==> run_1/met1.png <==
The bar under the picture is 20 um long.
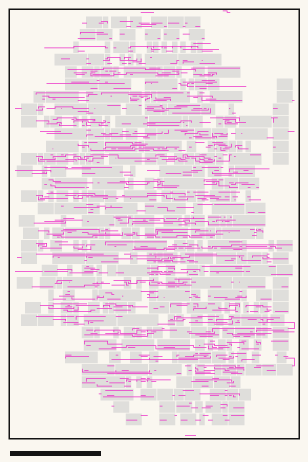
==> run_1/met2.png <==
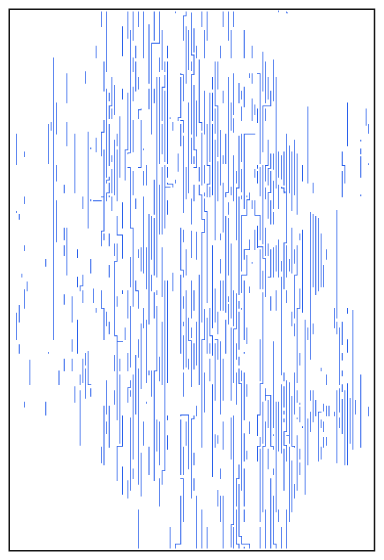
==> run_1/met3.png <==
The bar under the picture is 20 um long.
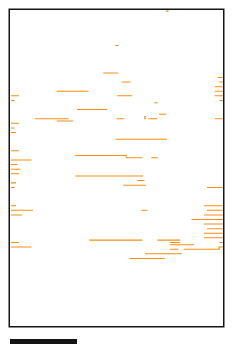
`src/rtl/char_gfx_pkg.sv`:
```
// Shared constants and types for the character glyph display path.
// A glyph is a GLYPH_W x GLYPH_H bitmap stored row-major:
// bit index = row*GLYPH_W + col, with row 0 at the top and col 0 at the left.
package char_gfx_pkg;

  localparam int GLYPH_W    = 6;
  localparam int GLYPH_H    = 6;
  localparam int GLYPH_BITS = GLYPH_W * GLYPH_H;
  localparam int RGB_W      = 6;

  localparam int COL_W = $clog2(GLYPH_W);
  localparam int ROW_W = $clog2(GLYPH_H);
  localparam int IDX_W = $clog2(GLYPH_BITS);

  typedef logic [RGB_W-1:0]      rgb_t;
  typedef logic [GLYPH_BITS-1:0] glyph_t;

  // Row-major bit index; the multiply is by a constant, so it folds to adds.
  function automatic logic [IDX_W-1:0] glyph_bit_index(input logic [ROW_W-1:0] row,
                                                       input logic [COL_W-1:0] col);
    return IDX_W'(row) * IDX_W'(GLYPH_W) + IDX_W'(col);
  endfunction

endpackage

```
`src/rtl/char_glyph_renderer_blink_timer.sv`:
```
// Frame counter for the blink effect. Advances once per snapshot and toggles
// blink_phase every BLINK_FRAMES frames. Runs whether or not blink is enabled,
// so enabling blink never restarts the phase.
module blink_timer #(
  parameter int BLINK_FRAMES = 30
) (
  input  logic clock,
  input  logic rst_n,
  input  logic snap,
  output logic blink_phase
);

  localparam int CNT_W = (BLINK_FRAMES > 1) ? $clog2(BLINK_FRAMES) : 1;
  localparam logic [CNT_W-1:0] LAST = CNT_W'(BLINK_FRAMES - 1);

  logic [CNT_W-1:0] cnt_reg;
  logic             phase_reg;

  // Count snapshots; wrap at the last frame of a phase and flip the phase.
  always_ff @(posedge clock) begin
    if (!rst_n) begin
      cnt_reg   <= '0;
      phase_reg <= 1'b0;
    end else if (snap) begin
      if (cnt_reg == LAST) begin
        cnt_reg   <= '0;
        phase_reg <= ~phase_reg;
      end else begin
        cnt_reg <= cnt_reg + 1'b1;
      end
    end
  end

  assign blink_phase = phase_reg;

endmodule

```
`src/rtl/char_glyph_renderer.sv`:
```
// Renders one scaled glyph box onto the VGA raster. Two-stage pipeline:
// stage 1 maps the raster position to a glyph cell, stage 2 looks the cell up
// in a per-frame shadow copy of the glyph and produces the registered pixel.
module char_glyph_renderer
  import char_gfx_pkg::*;
#(
  parameter int         ORIGIN_X     = 100,
  parameter int         ORIGIN_Y     = 80,
  parameter int         SCALE_LOG2   = 3,
  parameter int         BLINK_FRAMES = 30,
  parameter logic [RGB_W-1:0] FG_RGB = 6'b111111,
  parameter logic [RGB_W-1:0] BG_RGB = 6'b000000
) (
  input  logic                  clock,
  input  logic                  rst_n,
  input  logic [9:0]            h_count,
  input  logic [9:0]            v_count,
  input  logic                  video_active,
  input  logic [GLYPH_BITS-1:0] glyph,
  input  logic                  blink_en,
  output logic [RGB_W-1:0]      rgb,
  output logic                  in_box,
  output logic                  frame_tick
);

  localparam logic [9:0] ORG_X = 10'(ORIGIN_X);
  localparam logic [9:0] ORG_Y = 10'(ORIGIN_Y);
  localparam logic [9:0] BOX_W = 10'(GLYPH_W << SCALE_LOG2);
  localparam logic [9:0] BOX_H = 10'(GLYPH_H << SCALE_LOG2);

  // Stage 1 combinational mapping
  logic [9:0] rel_x;
  logic [9:0] rel_y;
  logic       box_hit;
  logic       snap;

  // Stage 1 registers
  logic [COL_W-1:0] col_reg;
  logic [ROW_W-1:0] row_reg;
  logic             box_hit_reg;
  logic             active_reg;

  // Stage 2 / frame state
  logic [GLYPH_BITS-1:0] shadow_reg;
  logic [RGB_W-1:0]      rgb_reg;
  logic                  in_box_reg;
  logic                  frame_tick_reg;
  logic                  blink_phase;

  logic [IDX_W-1:0] bit_idx;
  logic             bit_sel;
  logic             lit;
  logic [RGB_W-1:0] rgb_next;

  // The >= checks stop positions left of / above the origin from wrapping
  // into the box through the unsigned subtraction.
  assign rel_x   = h_count - ORG_X;
  assign rel_y   = v_count - ORG_Y;
  assign box_hit = (h_count >= ORG_X) && (rel_x < BOX_W) &&
                   (v_count >= ORG_Y) && (rel_y < BOX_H) && video_active;
  assign snap    = (h_count == 10'd0) && (v_count == 10'd0);

  blink_timer #(
    .BLINK_FRAMES(BLINK_FRAMES)
  ) u_blink_timer (
    .clock       (clock),
    .rst_n       (rst_n),
    .snap        (snap),
    .blink_phase (blink_phase)
  );

  // Stage 1: register cell coordinates; zeroed outside the box so the
  // stage-2 index always stays inside the glyph.
  always_ff @(posedge clock) begin
    if (!rst_n) begin
      col_reg     <= '0;
      row_reg     <= '0;
      box_hit_reg <= 1'b0;
      active_reg  <= 1'b0;
    end else begin
      col_reg     <= box_hit ? rel_x[SCALE_LOG2 +: COL_W] : '0;
      row_reg     <= box_hit ? rel_y[SCALE_LOG2 +: ROW_W] : '0;
      box_hit_reg <= box_hit;
      active_reg  <= video_active;
    end
  end

  // Stage 2 pixel decision: glyph bit, optional blink inversion, blanking.
  always_comb begin
    bit_idx  = glyph_bit_index(row_reg, col_reg);
    bit_sel  = box_hit_reg ? shadow_reg[bit_idx] : 1'b0;
    lit      = bit_sel ^ (blink_en & blink_phase & box_hit_reg);
    rgb_next = '0;
    if (lit) begin
      rgb_next = FG_RGB;
    end else if (active_reg) begin
      rgb_next = BG_RGB;
    end
  end

  // Snapshot the glyph at frame start; stage 2 still reads the old copy on
  // this same edge, so the previous frame's last pixels are unaffected.
  always_ff @(posedge clock) begin
    if (!rst_n) begin
      shadow_reg     <= '0;
      frame_tick_reg <= 1'b0;
    end else begin
      if (snap) begin
        shadow_reg <= glyph;
      end
      frame_tick_reg <= snap;
    end
  end

  // Stage 2 output registers.
  always_ff @(posedge clock) begin
    if (!rst_n) begin
      rgb_reg    <= '0;
      in_box_reg <= 1'b0;
    end else begin
      rgb_reg    <= rgb_next;
      in_box_reg <= box_hit_reg;
    end
  end

  assign rgb        = rgb_reg;
  assign in_box     = in_box_reg;
  assign frame_tick = frame_tick_reg;

endmodule

```
`config.mk`:
```
export PLATFORM = sky130hd
export DESIGN_NAME = char_glyph_renderer
export DESIGN_NICKNAME = d
export VERILOG_FILES = /design/src/rtl/char_gfx_pkg.sv /design/src/rtl/char_glyph_renderer_blink_timer.sv /design/src/rtl/char_glyph_renderer.sv
export SDC_FILE = /design/constraint.sdc
export NUM_CORES = 1
export LEC_CHECK = 0
export CORE_ASPECT_RATIO = 1.5
export CORE_MARGIN = 1
export CORE_UTILIZATION = 49
export CTS_BUF_LIST = sky130_fd_sc_hd__clkbuf_16
export DETAILED_ROUTE_END_ITERATION = 7
export GPL_ROUTABILITY_DRIVEN = 0
export PLACE_DENSITY = 0.9
export SKIP_LAST_GASP = 1
export SLEW_MARGIN = 25
export SYNTH_ARGS = -nofsm -noshare
export SYNTH_HDL_FRONTEND = slang
export SYNTH_SLANG_ARGS = --single-unit
```
`constraint.sdc`:
```
create_clock -name clock -period 3.9 [get_ports clock]
set_clock_uncertainty 0.15 [all_clocks]
set_input_delay 0.585 -clock clock [delete_from_list [all_inputs] [get_ports clock]]
set_output_delay 0.585 -clock clock [all_outputs]
set_load 0.005 [all_outputs]
```
==> impl_metrics.py, run 1 <==
# Auto-generated metrics
metrics = {
    "cts": {
        "cts_tree": "built",
        "clock-sinks": 52,
        "htree_levels": 2,
        "cts_buffer_depth": 2,
        "clk_latency_ns": 0.29,
        "cts_root_buf": "clkbuf_16",
        "post_cts_buffers": 0,
        "cts.clk_slew.worst_paths_ns": 0.07,
        "numCtsBuffers": 5,
    },
    "timing": {
        "fin_ws_ns": 0.495,
        "slew_headroom": 0.478,
        "holdWs_ns": 0.313,
        "fin_tns_setup_ns": 0,
        "tightest_slew_ns": 0.776,
        "slew_violations": 0,
        "fin_crit_ns": 3.40,
        "min_period_over_period": 0.873,
        "max_freq_mhz": 294,
        "hold_viol": 0,
    },
    "cells_and_area": {
        "register_area_mm2": 0.00104,
        "syn2layout_area_growth_pct": 30.3,
        "antennaDiodeCount": 0,
        "comb_area_mm2": 0.00157,
        "fin_util": 0.659,
        "nets": 449,
        "lay_top_count": "nand2_1",
        "final_layout_top_logic_cells": "nand2_1, clkdlybuf4s50_1, dfxtp_1",
        "final_cells": 446,
        "n_fill_cell": 452,
    },
    "synth": {
        "xor_area_frac": 0.0254,
        "syn_area_mm2": 0.00276,
        "yosysUniqueCellTypes": 45,
        "synth-simple-area-share": 0.221,
        "ys_sh_mux": 0.0790,
        "fp_nets": 393,
        "synthArstFlopShare": 0,
        "syn_area_per_cell_um2": 8.64,
        "common_cells": "nand2_1, dfxtp_1, a21boi_0, clkbuf_1, nor2_1",
        "synth_adder_area_share": 0.0690,
        "ys_cells": 319,
        "yosys_area_mm2": 0.00276,
        "top_cell_area_share": 0.378,
        "netlist_top_cells_area": "dfxtp_1, nand2_1, a21boi_0",
        "synthCells": 319,
        "synth_flops": 52,
        "most_common_cell": "nand2_1",
        "aoi_share": 0.171,
        "edf_count": 0,
        "yosysWarningCount": 0,
        "yosys.stat.seqShare": 0.378,
        "logic_family": "simple AND/OR/NAND/NOR gates",
        "yosys.area.top_type": "dfxtp_1",
        "ff_type": "dfxtp_1",
    },
    "pwr": {
        "comb_power_share": 0.087,
        "p_sw_uw": 230,
        "power_mw": 1.07,
        "netSwitchingFraction": 0.215,
        "ir_drop_mv": 0.240,
        "power_leakage_nw": 1.31,
        "p_clk_frac": 0.416,
        "intPower_uw": 839,
        "power.density_mw_per_mm2": 298,
    },
    "worst_setup_path": {
        "crit_path_start": "row_reg[1]",
        "critPathArrivalTime_ns": 3.49,
        "path_delay_family": "adder cells",
        "cp.required_ns": 3.98,
        "crit_fanout": 7,
        "endpoint": "rgb[4]",
        "crit_type": "flip-flop to flip-flop",
        "max_stage_delay_ns": 0.54,
        "crit_path_end_kind": "flip-flop",
        "worst-path-buf-inv": 1,
        "r2r-end": "rgb[4]",
        "start_kind": "flip-flop",
        "cp_num_cells": 9,
        "reg2reg_slack_ns": 0.50,
        "r2r_start": "row_reg[1]",
        "reg2regPathDepth": 9,
        "crit_chain": "ha_1 -> inv_1 -> fa_1 -> xnor2_1 -> mux4_2 -> and2_1 -> o311a_1 -> or4b_1 -> nand3_1",
    },
    "global_route": {
        "grt_pass1_vias": 2330,
        "gr-usage-all-layers": 0.223,
        "antenna_found_initial": 0,
        "overflow": 0,
        "gr-max-usage-layer": "met2",
        "grtUsageMet1": 0.259,
        "grt_max_degree": 45,
    },
    "place": {
        "io_buffer_count": 67,
        "dpl_worst_slack_ns": 0.566,
        "place_inst": 438,
        "dp_hpwl_um": 4470,
        "dpl_cell_area_mm2": 0.00344,
    },
    "die": {
        "coreArea_mm2": 0.00545,
        "die_w_um": 63.2,
        "dieHeight_um": 93.8,
        "chipArea_mm2": 0.00593,
        "io_pins": 68,
        "fp-utilization": 0.506,
        "num_rows": 33,
    },
    "drt": {
        "drt-met1-wl_um": 2400,
        "wl_per_cell_um": 13.7,
        "avgViaCountPerCell": 5.42,
        "wl_met3_um": 284,
        "dr_wl_met2_um": 3330,
        "maxUsedRoutingLayer": "met4",
        "drcViolationCount": 0,
        "drt_iter0_markers": 127,
        "antenna_left": 0,
        "firstDrtPassIters": 7,
    },
    "min_path": {
        "holdPathEnd": "shadow_reg[7]",
        "hold_path.class": "flip-flop to flip-flop",
        "min-delay-start": "shadow_reg[7]",
        "hold_path_depth": 2,
    },
    "status": {
        "status": "complete, no violations",
    },
    "flow_run": {
        "warning_count": 32,
        "maxCapViolCount": 0,
    },
}
About met1.png:
- share of all routed wire: 39%
- longest straight run: 18.9 um
Vias: 2419
final wirelength: 6110 um

About met2.png:
- longest straight run: 49.0 um
- main direction: vertical
- wire length on this layer: 3330 um
met2 Use GR: 0.414

About met3.png:
- longest straight run: 19.8 um
- main direction: horizontal
- nets with wire on the layer: 56
met3 Resource Use GR: 0.0291

## run 1: power groups by stage
| stage | Sequential [mW] | Clock [mW] | Combinational (mW) |
|---|---|---|---|
| global placement | 0.543 | 0 | 0.0915 |
| finish | 0.531 | 0.445 | 0.0931 |
| detailed placement | 0.543 | 0 | 0.0928 |
| CTS | 0.530 | 0.450 | 0.0933 |
| floorplan | 0.543 | 0 | 0.0245 |
| global route | 0.530 | 0.469 | 0.102 |
## run 1: final cells by class
| cell class | count | share of cell area |
|---|---|---|
| timing repair buffer | 70 | 0.193 |
| multi-input combinational | 233 | 0.437 |
| clock inverter | 3 | 0.00767 |
| inverter | 13 | 0.0136 |
| tap | 70 | 0.0244 |
| clock buffer | 5 | 0.0348 |
| sequential | 52 | 0.290 |
==> inputs of run 2 (changes only) <==
--- a/config.mk
+++ b/config.mk
@@ -12,6 +12,7 @@
 export DETAILED_ROUTE_END_ITERATION = 7
 export GPL_ROUTABILITY_DRIVEN = 0
 export PLACE_DENSITY = 0.9
+export RECOVER_POWER = 100
 export SKIP_LAST_GASP = 1
 export SLEW_MARGIN = 25
 export SYNTH_ARGS = -nofsm -noshare
==> run_2/drive_strength.png <==
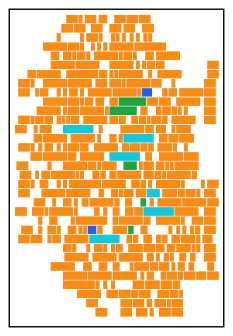
- drive 2: green (cells 5; share 1.3%)
- drive 3 to 4: blue (cells 2; share 0.53%)
- drive 1 or less: orange (cells 363; share 97%; most used nand2_1)
- drive 6 and up: cyan (cells 6; share 1.6%; most used clkbuf_16)
Area Overhead vs Synth: 29.5%
Final WS setup: 0.494 ns
Signal buffers: 70

==> impl_metrics.py, run 2 <==
# Auto-generated metrics
metrics = {
    "pwr": {
        "p_sw_uw": 229,
        "comb_power_share": 0.087,
        "power_mw": 1.07,
        "intPower_uw": 839,
        "power.density_mw_per_mm2": 299,
        "p_clk_frac": 0.416,
        "pg_clk_uw": 444,
        "pg_seq_uw": 531,
        "power_leader": "registers",
        "ir_drop_mv": 0.240,
        "power_leakage_nw": 1.32,
        "p_comb_uw": 92.6,
        "netSwitchingFraction": 0.214,
        "seqPwrFrac": 0.497,
    },
    "cts": {
        "cts_tree": "built",
        "cts_root_buf": "clkbuf_16",
        "cts_buffer_depth": 2,
        "cts.clk_slew.worst_paths_ns": 0.07,
        "holdBufCountCts": 0,
        "clk_latency_ns": 0.29,
        "numCtsBuffers": 5,
        "htree_levels": 2,
        "post_cts_buffers": 0,
        "clock-sinks": 52,
        "ctsResizeCount": 0,
    },
    "timing": {
        "report.final.setup_viol": 0,
        "min_period_over_period": 0.873,
        "holdWs_ns": 0.317,
        "hold_viol": 0,
        "slew_headroom": -0.0113,
        "rsz0062_at_grt": "no",
        "slew_violations": 45,
        "tightest_slew_ns": 1.52,
        "max_freq_mhz": 294,
        "fin_crit_ns": 3.41,
        "fin_tns_setup_ns": 0,
    },
    "worst_setup_path": {
        "crit_path_end_kind": "flip-flop",
        "crit_fanout": 7,
        "r2r-end": "rgb[4]",
        "worst-path-buf-inv": 1,
        "path_delay_family": "adder cells",
        "crit_type": "flip-flop to flip-flop",
        "worst_path_max_delay_cell": "xnor2_1",
        "critPathArrivalTime_ns": 3.49,
        "reg2reg_slack_ns": 0.49,
        "r2r_start": "row_reg[1]",
        "start_kind": "flip-flop",
        "max_stage_delay_ns": 0.53,
        "reg2regPathDepth": 9,
        "cp.required_ns": 3.98,
        "crit_chain": "ha_1 -> inv_1 -> fa_1 -> xnor2_1 -> mux4_2 -> and2_0 -> o311a_1 -> or4b_1 -> nand3_1",
    },
    "synth": {
        "yosys.stat.seqShare": 0.378,
        "aoi_share": 0.171,
        "yosys_area_mm2": 0.00276,
        "synthArstFlopShare": 0,
        "synth_flops": 52,
        "logic_family": "simple AND/OR/NAND/NOR gates",
        "xor_area_frac": 0.0254,
        "edf_count": 0,
        "top_cell_area_share": 0.378,
        "most_common_cell": "nand2_1",
        "fp_nets": 393,
        "yosysUniqueCellTypes": 45,
        "syn_area_per_cell_um2": 8.64,
        "netlist_top_cells_area": "dfxtp_1, nand2_1, a21boi_0",
        "yosysWarningCount": 0,
        "ff_type": "dfxtp_1",
        "synth_adder_area_share": 0.0690,
        "synth-simple-area-share": 0.221,
        "ys_cells": 319,
        "yosys.area.top_type": "dfxtp_1",
        "synthCells": 319,
        "syn_area_mm2": 0.00276,
        "common_cells": "nand2_1, dfxtp_1, a21boi_0, clkbuf_1, nor2_1",
        "ys_sh_mux": 0.0790,
    },
    "cells_and_area": {
        "comb_area_mm2": 0.00155,
        "sh_seq_area": 0.292,
        "logic_gate_count": 233,
        "clock_buffers": 5,
        "final_area_mm2": 0.00357,
        "inverters": 13,
        "drive_above_1_share": 0.0346,
        "nets": 449,
        "final_cells": 446,
        "lay_top_count": "nand2_1",
        "clock_area_frac": 0.0428,
        "buf_share": 0.192,
        "fin_util": 0.655,
        "final_layout_top_logic_cells": "nand2_1, clkdlybuf4s50_1, dfxtp_1",
        "largest_register_ffs": 36,
        "sh_comb_area": 0.435,
        "register_area_mm2": 0.00104,
        "n_fill_cell": 457,
        "flop-count": 52,
        "largest_cell_class": "combinational gates",
        "antennaDiodeCount": 0,
    },
    "drt": {
        "antenna_left": 0,
        "drt-met1-wl_um": 2410,
        "avgViaCountPerCell": 5.38,
        "wl_per_cell_um": 13.7,
        "maxUsedRoutingLayer": "met4",
        "drt_iter0_markers": 97,
        "drcViolationCount": 0,
        "wl_met3_um": 260,
        "dr_wl_met2_um": 3350,
        "firstDrtPassIters": 4,
    },
    "global_route": {
        "grt_max_degree": 45,
        "overflow": 0,
        "grt_pass1_wl_um": 10500,
        "gr-usage-all-layers": 0.223,
        "grt_pass1_vias": 2330,
        "antenna_found_initial": 0,
    },
    "flow_run": {
        "maxCapViolCount": 1,
        "warning_count": 32,
    },
    "min_path": {
        "holdPathEnd": "shadow_reg[7]",
        "hold_path.class": "flip-flop to flip-flop",
        "hold_path_depth": 2,
        "min-delay-start": "shadow_reg[7]",
    },
    "die": {
        "coreArea_mm2": 0.00545,
        "io_pins": 68,
        "chipArea_mm2": 0.00593,
        "fp-utilization": 0.506,
        "die_w_um": 63.2,
        "taps": 70,
        "num_rows": 33,
        "dieHeight_um": 93.8,
    },
    "status": {
        "status": "finished with violations",
        "violations": "max-capacitance violations, max-slew violations",
    },
    "place": {
        "place_inst": 438,
        "dp_hpwl_um": 4470,
        "dpl_worst_slack_ns": 0.566,
        "dpl_cell_area_mm2": 0.00344,
        "io_buffer_count": 67,
    },
}
==> run_2/met3.png <==
The bar under the picture is 20 um long.
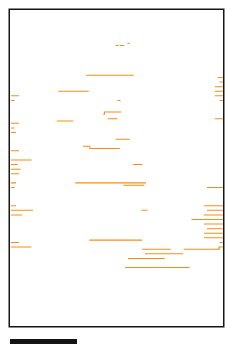
- wire length on this layer: 261 um
- share of all routed wire: 4.3%
Vias: 2400
final wirelength: 6100 um

[run 2: cell counts after synthesis]
No cell type changed its count.
[run 2: worst max path at each step]
stage                     from              to  slack [ns]  cells past startpoint
floorplan           row_reg[1]          rgb[4]        0.78                      9
global placement    row_reg[1]          rgb[4]        0.67                      9
detailed placement  row_reg[1]          rgb[4]        0.57                      9
CTS                 row_reg[1]          rgb[4]        0.51                      9
global route        h_count[5]  shadow_reg[30]        0.20                      6
finish              row_reg[1]          rgb[4]        0.49                      9
[run 2: metal layers]
metal | GRT usage | vias to the layer above
met5 | 0 | -
met4 | 0.0777 | 0
met3 | 0.0291 | 9
met2 | 0.414 | 66
met1 | 0.259 | 1118
li1 | - | 1207
==> inputs of run 3 (changes only) <==
--- a/config.mk
+++ b/config.mk
@@ -11,9 +11,8 @@
 export CTS_BUF_LIST = sky130_fd_sc_hd__clkbuf_16
 export DETAILED_ROUTE_END_ITERATION = 7
 export GPL_ROUTABILITY_DRIVEN = 0
-export PLACE_DENSITY = 0.9
+export PLACE_DENSITY = 0.87
 export RECOVER_POWER = 100
-export SKIP_LAST_GASP = 1
 export SLEW_MARGIN = 25
 export SYNTH_ARGS = -nofsm -noshare
 export SYNTH_HDL_FRONTEND = slang
==> run_3/met2.png <==
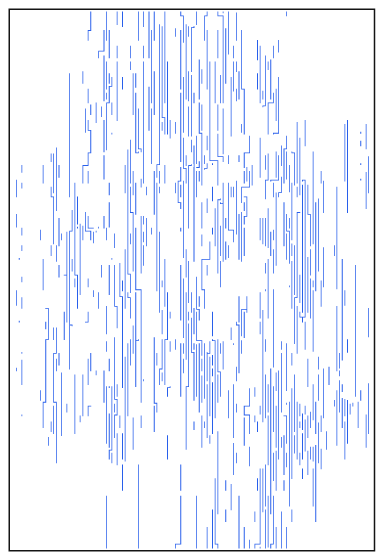
- main direction: vertical
- wire length on this layer: 3060 um
- longest straight run: 25.2 um
- nets with wire on the layer: 375
- share of all routed wire: 54%
met2 Use GR: 0.393
final wirelength: 5720 um
Vias: 2405

==> impl_metrics.py, run 3 <==
# Auto-generated metrics
metrics = {
    "status": {
        "status": "finished with violations",
        "violations": "max-capacitance violations, max-slew violations",
    },
    "cts": {
        "clk_latency_ns": 0.28,
        "holdBufCountCts": 0,
        "htree_levels": 2,
        "clock-sinks": 52,
        "post_cts_buffers": 0,
        "cts_root_buf": "clkbuf_16",
        "cts_tree": "built",
        "cts.clk_slew.worst_paths_ns": 0.06,
        "cts_buffer_depth": 2,
        "numCtsBuffers": 5,
        "ctsResizeCount": 0,
    },
    "worst_setup_path": {
        "crit_path_end_kind": "flip-flop",
        "worst-path-buf-inv": 0,
        "cp_num_cells": 8,
        "max_stage_delay_ns": 0.52,
        "crit_chain": "ha_1 -> fa_1 -> xnor2_1 -> mux4_2 -> and2_0 -> o311a_1 -> or4b_1 -> nand3_1",
        "r2r-end": "rgb[4]",
        "reg2reg_slack_ns": 0.57,
        "r2r_start": "row_reg[1]",
        "crit_fanout": 7,
        "reg2regPathDepth": 8,
        "crit_path_start": "row_reg[1]",
        "crit_type": "flip-flop to flip-flop",
        "worst_path_max_delay_cell": "fa_1",
        "cp.required_ns": 3.98,
        "endpoint": "rgb[4]",
        "start_kind": "flip-flop",
        "path_delay_family": "simple AND/OR/NAND/NOR gates",
        "critPathArrivalTime_ns": 3.41,
    },
    "die": {
        "fp-utilization": 0.506,
        "chipArea_mm2": 0.00593,
        "dieHeight_um": 93.8,
        "die_w_um": 63.2,
        "coreArea_mm2": 0.00545,
        "io_pins": 68,
        "num_rows": 33,
    },
    "flow_run": {
        "warning_count": 32,
        "maxCapViolCount": 1,
    },
    "cells_and_area": {
        "lay_top_count": "nand2_1",
        "antennaDiodeCount": 0,
        "nets": 449,
        "fin_util": 0.657,
        "final_layout_top_logic_cells": "nand2_1, clkdlybuf4s50_1, dfxtp_1",
        "final_cells": 446,
        "drive_above_1_share": 0.0319,
        "n_fill_cell": 452,
        "largest_register_ffs": 36,
    },
    "timing": {
        "min_period_over_period": 0.854,
        "fin_crit_ns": 3.33,
        "slew_headroom": -0.00544,
        "hold_viol": 0,
        "rsz0062_at_grt": "no",
        "max_freq_mhz": 300,
        "report.final.setup_viol": 0,
        "tightest_slew_ns": 1.51,
        "slew_violations": 45,
        "holdWs_ns": 0.314,
        "fin_tns_setup_ns": 0,
    },
    "synth": {
        "yosys.area.top_type": "dfxtp_1",
        "syn_area_per_cell_um2": 8.64,
        "yosys.stat.seqShare": 0.378,
        "synth_flops": 52,
        "yosysWarningCount": 0,
        "most_common_cell": "nand2_1",
        "synth-simple-area-share": 0.221,
        "common_cells": "nand2_1, dfxtp_1, a21boi_0, clkbuf_1, nor2_1",
        "yosysUniqueCellTypes": 45,
        "ys_cells": 319,
        "logic_family": "simple AND/OR/NAND/NOR gates",
        "yosys_area_mm2": 0.00276,
        "aoi_share": 0.171,
        "syn_area_mm2": 0.00276,
        "netlist_top_cells_area": "dfxtp_1, nand2_1, a21boi_0",
        "synth_adder_area_share": 0.0690,
        "ff_type": "dfxtp_1",
        "fp_nets": 393,
        "synthArstFlopShare": 0,
        "xor_area_frac": 0.0254,
        "synthCells": 319,
        "ys_sh_mux": 0.0790,
        "top_cell_area_share": 0.378,
        "edf_count": 0,
    },
    "pwr": {
        "power_leader": "registers",
        "p_comb_uw": 92.6,
        "comb_power_share": 0.084,
        "power_mw": 1.11,
        "intPower_uw": 897,
        "netSwitchingFraction": 0.189,
        "pg_seq_uw": 531,
        "p_clk_frac": 0.436,
        "p_sw_uw": 209,
        "power_leakage_nw": 1.32,
        "ir_drop_mv": 0.265,
        "power.density_mw_per_mm2": 309,
        "seqPwrFrac": 0.480,
        "pg_clk_uw": 483,
    },
    "place": {
        "dp_hpwl_um": 4270,
        "place_inst": 438,
        "io_buffer_count": 67,
        "dpl_cell_area_mm2": 0.00344,
        "dpl_worst_slack_ns": 0.577,
    },
    "drt": {
        "firstDrtPassIters": 4,
        "wl_met3_um": 256,
        "dr_wl_met2_um": 3060,
        "maxUsedRoutingLayer": "met4",
        "antenna_left": 0,
        "wl_per_cell_um": 12.8,
        "drcViolationCount": 0,
        "avgViaCountPerCell": 5.39,
        "drt-met1-wl_um": 2250,
        "drt_iter0_markers": 84,
    },
    "global_route": {
        "grt_pass1_vias": 2340,
        "grtUsageMet1": 0.214,
        "grtUsageMet3": 0.0340,
        "gr-usage-all-layers": 0.205,
        "overflow": 0,
        "grt_max_degree": 45,
        "gr-max-usage-layer": "met2",
        "grt_pass1_wl_um": 9740,
        "antenna_found_initial": 0,
    },
    "min_path": {
        "hold_path_depth": 2,
        "min-delay-start": "shadow_reg[8]",
        "holdPathEnd": "shadow_reg[8]",
        "hold_path.class": "flip-flop to flip-flop",
    },
}
==> run_3/drive_strength.png <==
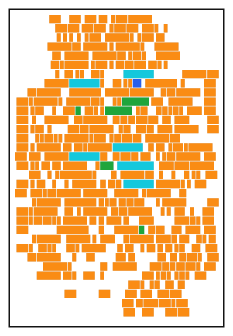
- drive 6 and up: cyan (cells 6; share 1.6%; most used clkbuf_16)
- drive 1 or less: orange (cells 364; share 97%; most used nand2_1)
- drive 3 to 4: blue (cells 1; share 0.27%; most used clkinvlp_4)
- drive 2: green (cells 5; share 1.3%; most used mux4_2)
Final Cell Area: 0.00358 mm2
Area Overhead vs Synth: 30.0%
Final WS setup: 0.569 ns

-- run 3: cell types whose count changed in the layout (fill, tap and decap cells not counted) --
cell	before	now
clkbuf_2	2	1
clkbuf_1	1	2
clkinv_2	0	1
clkinv_4	1	0
bufinv_16	0	1
inv_8	1	0
and2_0	4	3
and2_1	2	3
-- run 3: final cells by class --
| class | count | area [um2] | area share |
|---|---|---|---|
| Clock buffer | 5 | 125 | 0.0349 |
| Clock inverter | 3 | 42.5 | 0.0119 |
| Inverter | 13 | 48.8 | 0.0136 |
| Multi-Input combinational cell | 233 | 1550 | 0.434 |
| Sequential cell | 52 | 1040 | 0.291 |
| Tap cell | 70 | 87.6 | 0.0245 |
| Timing Repair Buffer | 70 | 683 | 0.191 |
No activity file was given, so power comes from the tool's default toggle rates.
